--- src/rtl/signaal_meter.sv ---
// PWM meter: measures the high time and period of a synchronized input, strobing
// Geldig once per completed rise-to-rise period and raising a sticky Fout on timeout.
//
//   state | meaning
//   ------+-------------------------------------------------
//   WACHT | waiting for a first rise, partial periods ignored
//   HOOG  | input high, counting high time
//   LAAG  | input low after a high phase, counting period
module signaal_meter #(
  parameter int unsigned PERIODE_MAX = 30000
) (
  input  logic        CLK,
  input  logic        Reset,
  input  logic        Invoer,
  output logic [15:0] Breedte,
  output logic [15:0] Periode,
  output logic        Geldig,
  output logic        Fout
);

  typedef enum logic [1:0] {WACHT, HOOG, LAAG} state_t;

  localparam logic [15:0] PMAX = 16'(PERIODE_MAX);

  state_t      state, state_nxt;
  logic        sync1, s, s_d;
  logic [15:0] cnt, hoog_cnt;
  logic        rise, fall, timeout;

  assign rise = s & ~s_d;
  assign fall = ~s & s_d;
  // >= rather than == so a fall landing exactly on PMAX cannot let cnt run past it
  assign timeout = (state != WACHT) && (cnt >= PMAX) && !rise && !fall;

  always_ff @(posedge CLK) begin
    if (Reset) state <= WACHT;
    else       state <= state_nxt;
  end

  always_comb begin
    state_nxt = state;
    case (state)
      WACHT: if (rise) state_nxt = HOOG;
      HOOG: begin
        if (fall)         state_nxt = LAAG;
        else if (timeout) state_nxt = WACHT;
      end
      LAAG: begin
        if (rise)         state_nxt = HOOG;
        else if (timeout) state_nxt = WACHT;
      end
      default: state_nxt = WACHT;
    endcase
  end

  always_ff @(posedge CLK) begin
    if (Reset) begin
      sync1    <= 1'b0;
      s        <= 1'b0;
      s_d      <= 1'b0;
      cnt      <= '0;
      hoog_cnt <= '0;
      Breedte  <= '0;
      Periode  <= '0;
      Geldig   <= 1'b0;
      Fout     <= 1'b0;
    end else begin
      sync1  <= Invoer;
      s      <= sync1;
      s_d    <= s;
      Geldig <= 1'b0;

      if (rise)
        cnt <= 16'd1;
      else if (state != WACHT && !timeout)
        cnt <= cnt + 16'd1;

      if (state == HOOG && fall)
        hoog_cnt <= cnt;

      if (state == LAAG && rise) begin
        Breedte <= hoog_cnt;
        Periode <= cnt;
        Geldig  <= 1'b1;
        Fout    <= 1'b0;
      end else if (timeout) begin
        Fout <= 1'b1;
      end
    end
  end

endmodule

--- config.mk ---
export PLATFORM = sky130hd
export DESIGN_NAME = signaal_meter
export DESIGN_NICKNAME = d
export VERILOG_FILES = /design/src/rtl/signaal_meter.sv
export SDC_FILE = /design/constraint.sdc
export NUM_CORES = 1
export LEC_CHECK = 0
export CORE_UTILIZATION = 45
export CTS_BUF_LIST = sky130_fd_sc_hd__clkbuf_8
export CTS_CLUSTER_DIAMETER = 150
export DETAILED_ROUTE_END_ITERATION = 7
export GPL_TIMING_DRIVEN = 1
export HOLD_SLACK_MARGIN = 0.02
export PLACE_DENSITY = 0.69
export SYNTH_ARGS = -nofsm -noshare
export SYNTH_HDL_FRONTEND = slang
export SYNTH_SLANG_ARGS = --single-unit
--- constraint.sdc ---
create_clock -name CLK -period 2.3 [get_ports CLK]
set_input_delay 0.345 -clock CLK [delete_from_list [all_inputs] [get_ports CLK]]
set_output_delay 0.345 -clock CLK [all_outputs]
set_load 0.01 [all_outputs]
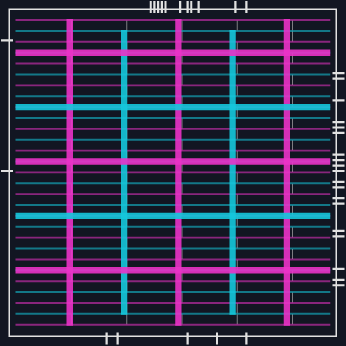
(floorplan with the power grid)
(4 px per um) Pins as bars on the die edge. Tap cells in grey.
VDD: drawn in cyan. VSS: drawn in magenta.
75 tap cells. The core has 28 rows. 5 straps on met4. 29 met1 rails follow the rows. 5 straps on met5.

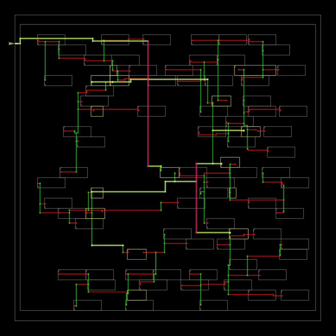
(clock nets)
Num CTS Buffers: 9
Setup Skew: 7.82 ps
clock sink count: 71

routing by layer:
layer | wire, um | GRT usage | share of wire
met1 | 3100 | 0.287 | 0.49
met2 | 2900 | 0.308 | 0.46
met3 | 240 | 0.0685 | 0.038
met4 | 51 | 0.0714 | 0.0081
met5 | 0 | 0 | 0
state kept, by name (all words and copies together), names as in the netlist:
name	flops
Breedte	16
s_d	1
sync1	1
state	2
s	1
Fout	1
Periode	16
hoog_cnt	16
cnt	16
Geldig	1
worst paths after layout:
kind	endpoint	slack, ps
setup reg to reg	cnt[13]$_SDFFE_PP0P_	370
setup / recovery	cnt[13]$_SDFFE_PP0P_	370
hold / removal	Breedte[3]$_SDFFE_PP0P_	400
hold reg to reg	s$_SDFF_PP0_	450
layout by cell type (no fill, tap or decap), types with 5 or more instances in the layout:
master	synthesis	routed
nor2b_1	5	5
buf_4	1	10
nand2_1	102	102
dfxtp_1	71	71
clkdlybuf4s50_1	0	35
xnor2_1	7	7
a21oi_1	59	59
nor2_1	14	14
clkbuf_8	0	10
power by group through the flow:
stage	Clock, mW	Combinational, mW	Sequential [mW]
after detailed placement	0	0.0732	1.28
after global routing	1.07	0.0820	1.25
after global placement	0	0.0717	1.28
after floorplan	0	0.0570	1.27
after CTS	1.00	0.0740	1.25
final	0.985	0.0739	1.25
cells in the mapped netlist, types with 2 or more instances:
master	count
nand2_1	102
dfxtp_1	71
a21oi_1	59
clkbuf_1	16
nor2_1	14
xnor2_1	7
buf_2	5
nor2b_1	5
inv_1	4
nand3_1	4
a211oi_1	3
nand2b_1	3
nand3b_1	3
o31ai_1	3
or4_1	3
a211oi_2	2
and3_1	2
and4_1	2
ha_1	2
nand4_1	2
o21ai_0	2
or4b_1	2
xor2_1	2
stage by stage:
step,power [mW],hold WS (ps),std cells
global route,2.40,391,454
global placement,1.35,424,439
floorplan,1.33,414,341
finish,2.31,402,454
CTS,2.33,387,454
detailed placement,1.35,427,439
layout make-up:
type,instances,area (um2),share of cell area
inverters,4,15.0,0.00434
flip-flops and latches,71,1420,0.411
clock buffers,10,138,0.0398
multi-input cells,243,1300,0.376
well taps,75,93.8,0.0271
clock inverters,5,57.6,0.0166
repair buffers,46,430,0.125
cells by family (layout without fill, tap and decap cells):
| logic type | after synthesis | in the layout | share of synthesized area |
|---|---|---|---|
| simple gates | 148 | 148 | 0.236 |
| compound gates | 83 | 83 | 0.181 |
| flops | 71 | 71 | 0.501 |
| buf+inv | 27 | 65 | 0.0419 |
| xor+xnor | 9 | 9 | 0.0278 |
| fa+ha+maj | 2 | 2 | 0.00882 |
| mux | 1 | 1 | 0.00353 |
worst max-delay path, cell delays in order, from the launching register on:
cell      delay (ps)
dfxtp_1          400
a211oi_2         360
o221ai_2         260
a21oi_4          230
or4b_1           460
a21oi_1          160
==> results.py <==
# Metrics from the implementation run
metrics = {
    "clocking": {
        "insertion_delay_ps": 340,
        "post_cts_resized": 0,
        "cts_setup_buffers": 0,
        "holdBufCountCts": 0,
        "cts_max_path_buffers": 2,
        "cts_tree": "built",
        "cts_root_buffer": "clkbuf_8",
        "cts.clk_slew.worst_paths_ps": 80,
        "htreeDepth": 3,
    },
    "worst_setup_path": {
        "cp.required_ps": 2570,
        "start_kind": "flop",
        "path_class": "flop to flop",
        "worstPathArrival_ps": 2210,
        "worstRegToRegCells": 5,
        "crit_path_max_fanout": 8,
        "endpoint_kind": "flop",
    },
    "synth": {
        "synth.distinct_cells": 46,
        "yosys.area.top_type": "dfxtp_1",
        "synth-edff-count": 0,
        "synthTopCellsByArea": "dfxtp_1 (50%), nand2_1 (13%), a21oi_1 (10%), xnor2_1 (2.2%), clkbuf_1 (2.1%)",
        "yosys_area_um2": 2840,
        "synth_flops": 71,
        "synthCells": 341,
        "syn_area_per_cell_um2": 8.32,
        "fp_nets": 346,
        "ff_type": "dfxtp_1",
        "synth_area_um2": 2840,
        "synth_warnings": 0,
        "async_reset_ff_frac": 0,
        "ys_seq_frac": 0.501,
        "yosys.area.top_type_share": 0.501,
        "ys_cells": 341,
    },
    "sta": {
        "clock.fmax_mhz": 517,
        "final_hold_viol_count": 0,
        "relSlewSlack": 0.556,
        "rsz0062_at_grt": "no",
        "timing.setup.tns_ps": 0,
        "setup_viol_count_final": 0,
        "finalClockPeriodUsage": 0.840,
        "fin_ws_ps": 367,
        "tightestPinTransition_ps": 664,
        "period_needed_ps": 1930,
    },
    "finish": {
        "final_util": 0.577,
        "stdcell_area_um2": 3460,
        "nFillCells": 557,
        "n_antenna_cell": 0,
        "drive_gt1_frac": 0.103,
        "fin_nets": 380,
        "areaGrowthSynthToFinish_pct": 21.9,
    },
    "min_path": {
        "min_path_type": "input pin to flop",
        "min_from": "Reset",
        "hold_depth": 2,
    },
    "outcome": {
        "status": "finished clean",
    },
    "drt": {
        "first_pass_iters": 4,
        "wl_per_cell_um": 13.9,
        "detail-route-antenna-nets": 0,
        "routed_wl_um": 6290,
        "drt_iter0_markers": 116,
        "dr_total_vias": 2360,
        "drc": 0,
    },
    "placed_design": {
        "hpwl_um": 4340,
        "placed_area_um2": 3260,
        "gp_congestion": 0.896,
        "post-place-ws_ps": 416,
        "portBuffers": 36,
    },
    "floorplan": {
        "io_pins": 37,
        "rows": 28,
        "chipArea_um2": 6630,
        "die_w_um": 81.4,
        "fp_util": 0.473,
    },
    "power_and_ir_drop": {
        "power_frac_seq": 0.541,
        "p_sw_mw": 0.522,
        "ir_worst_vdd_v": 0.000506,
        "p_leak_nw": 1.14,
        "clkPwrFrac": 0.427,
        "power_density_nw_per_um2": 668,
        "p_int_mw": 1.79,
        "p_comb_frac": 0.032,
    },
    "global_route": {
        "antenna_found_initial": 0,
        "grt_pass1_wl_um": 10400,
        "grt_pass1_vias": 2120,
        "grt_max_degree": 26,
        "grt_use_total": 0.210,
        "grt_overflow": 0,
    },
    "run": {
        "drv_cap": 0,
    },
}
No activity file was given, so power comes from the tool's default toggle rates.
